==> config.mk <==
export PLATFORM = sky130hd
export DESIGN_NAME = seg_scan_driver
export DESIGN_NICKNAME = d
export VERILOG_FILES = /design/src/rtl/calc_disp_pkg.sv /design/src/rtl/scan_prescaler.sv /design/src/rtl/seg_scan_driver.sv
export SDC_FILE = /design/constraint.sdc
export NUM_CORES = 1
export LEC_CHECK = 0
export CORE_ASPECT_RATIO = 0.9
export CORE_MARGIN = 4
export CORE_UTILIZATION = 40
export DETAILED_ROUTE_END_ITERATION = 8
export PLACE_DENSITY = 0.68
export SLEW_MARGIN = 10
export SYNTH_ARGS = -nofsm -noshare
export SYNTH_HDL_FRONTEND = slang
export SYNTH_SLANG_ARGS = --single-unit
==> constraint.sdc <==
create_clock -name clk -period 1.9 [get_ports clk]
set_input_delay 0.38 -clock clk [delete_from_list [all_inputs] [get_ports clk]]
set_output_delay 0.38 -clock clk [all_outputs]
set_load 0.01 [all_outputs]
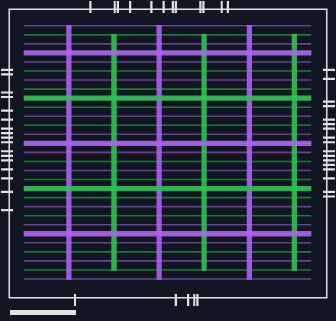
(power grid)
Scale bar: 20 um. Pins as bars on the die edge.
| color | net |
|---|---|
| green | VDD |
| purple | VSS |
rows: 28
met1 rails: 29
met5 straps: 5
met4 straps: 6
core area: 0.006586 mm2
maximum vdd ir drop: 0.4609 mV

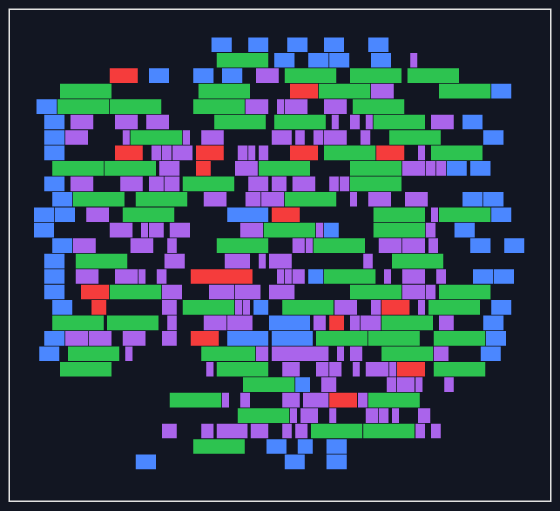
(cells colored by class)
| color | class | cells |
|---|---|---|
| green | registers | 63 |
| blue | remaining buffers and delay cells | 59 |
| purple | remaining logic cells | 143 |
| red | clock drivers and dummy loads | 16 |
final non-filler cell area: 0.003625 mm2
sequential share of cell area: 0.4353
number of rows created at floorplan: 28
final core utilization: 0.5503

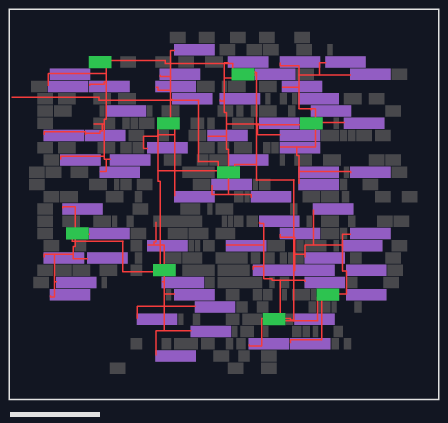
(clock distribution)
Scale bar: 20 um.
[purple] flip-flops | count: 63
[red] clock wires | length: 790 um
[green] clock-net drivers | count: 9
routed clock nets: 10
maximum clock skew at final layout: 8.104 ps
fraction of power consumed by the clock network: 0.407
Clock net power: 1230 uW
Clock Latency Late Sink: 350 ps

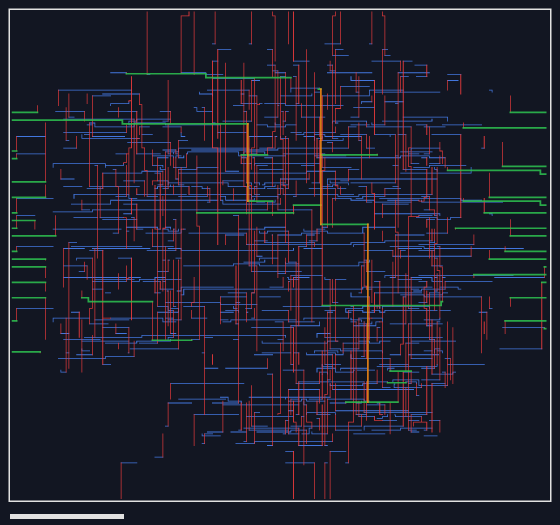
(routed metal, one color a layer)
Scale bar: 20 um.
| color | layer | wire length |
|---|---|---|
| green | M3 | 387 um |
| red | M2 | 2490 um |
| orange | M4 | 68.7 um |
| blue | M1 | 2630 um |
total wire length after detailed routing: 5570 um
average wire length per cell after detail routing: 15.01 um
Tot GR Track Use: 0.1504
routed vias: 1841

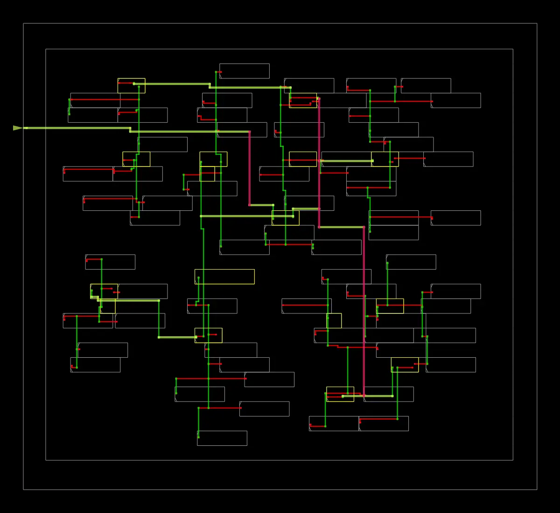
(the clock network)
Clock Buffer Count: 12
number of clock sinks seen by CTS: 63

==> impl_metrics.json <==
{
  "relSlewSlack": 0.6472,
  "final-instance-count-excl-fill": 371,
  "worst_slew_pin_slew_ps": 529.2,
  "drt.antenna.violating_nets": 0,
  "number_of_buffer_and_inverter_stages_on_the_critical_path": 1,
  "port_buffers": 50,
  "place_congestion": 0.7806,
  "cts_tree": "yes",
  "antenna_diode_count": 0,
  "finalHoldViolCount": 0,
  "min_path_cells": 0,
  "final_cell_mix": "sky130_fd_sc_hd__dfrtp_1, sky130_fd_sc_hd__clkdlybuf4s50_1, sky130_fd_sc_hd__mux2_2",
  "post_layout_minimum_cycle_time_ps": 1819,
  "power.net_switching_uw": 669.6,
  "flip_flop_count_of_the_largest_register_all_copies_and_words_added": 35,
  "met2WireLength_um": 2486,
  "post-synth-top-area-fraction": 0.5685,
  "run_status": "completed",
  "seq_area_frac_synth": 0.5782,
  "compound_area_frac": 0.09904,
  "synth.comb.largest_family": "multiplexers",
  "cp_data_arrival_time_ps": 2050,
  "flop_area_mm2": 0.001578,
  "netlist.top_cell.by_area": "sky130_fd_sc_hd__dfrtp_1",
  "timing.critical_path.to_type": "flop",
  "min_period_over_period": 0.9573,
  "post-dp-hpwl_um": 4006,
  "met3_track_demand_over_resource_in_global_routing": 0.05990,
  "synth-adder-area-share": 0.02751,
  "combGateArea_mm2": 0.001035,
  "detailedPlace.worstSlack_ps": -38.06,
  "drt-met1-wl_um": 2629,
  "cts-resized-gates": 0,
  "total_die_size_mm2": 0.008210,
  "rr_worst_depth": 5,
  "grt_most_used_layer": "met2",
  "yosys.area_share.xor_xnor": 0.009629,
  "timing_max_transition_violations_final": 0,
  "grt_pass1_vias": 1904,
  "cts.reportedPaths.clkPinSlew_ps": 70,
  "worst_hold_slack_after_final_layout_ps": 352.1,
  "tool_warnings": 29,
  "grt_pass1_wl_um": 9190,
  "mux_share": 0.1568,
  "die_y_um": 86.36,
  "critical-path-slowest-cell": "sky130_fd_sc_hd__dfrtp_1",
  "cellPowerDensity_mw_per_mm2": 831.6,
  "totalNegativeSetupSlack_ps": 0,
  "synth.cell_area_mm2": 0.002729,
  "antenna_found_initial": 0,
  "filler_cell_count": 601,
  "cts-root-buf": "sky130_fd_sc_hd__clkbuf_8",
  "cts_inserted_buffers": 9
}
cells in the mapped netlist, drive strengths merged, types with 2 or more instances:
master   n
mux2    38
dfrtp   62
a21oi   24
xor2     2
buf      5
nor2    11
or3      2
nand3    3
nand3b   7
o21ai    2
clkbuf   4
a221o    8
nor2b    4
inv     15
ha       6
nand2    4
cell type report:
type,count,share of cell area
clock inverter,4,0.01450
sequential,63,0.4353
inverter,16,0.01760
tap,90,0.03107
multi-input combinational,127,0.2855
timing repair buffer,59,0.1705
clock buffer,12,0.04556
worst register-to-register path, stage by stage (launching register included):
cell                       delay (ps)
sky130_fd_sc_hd__dfrtp_1          400
sky130_fd_sc_hd__ha_2             200
sky130_fd_sc_hd__and4bb_2         270
sky130_fd_sc_hd__a41oi_4          290
sky130_fd_sc_hd__buf_12           200
sky130_fd_sc_hd__mux2_2           360
Power figures rest on the tool's default switching activity, not on a simulated workload.
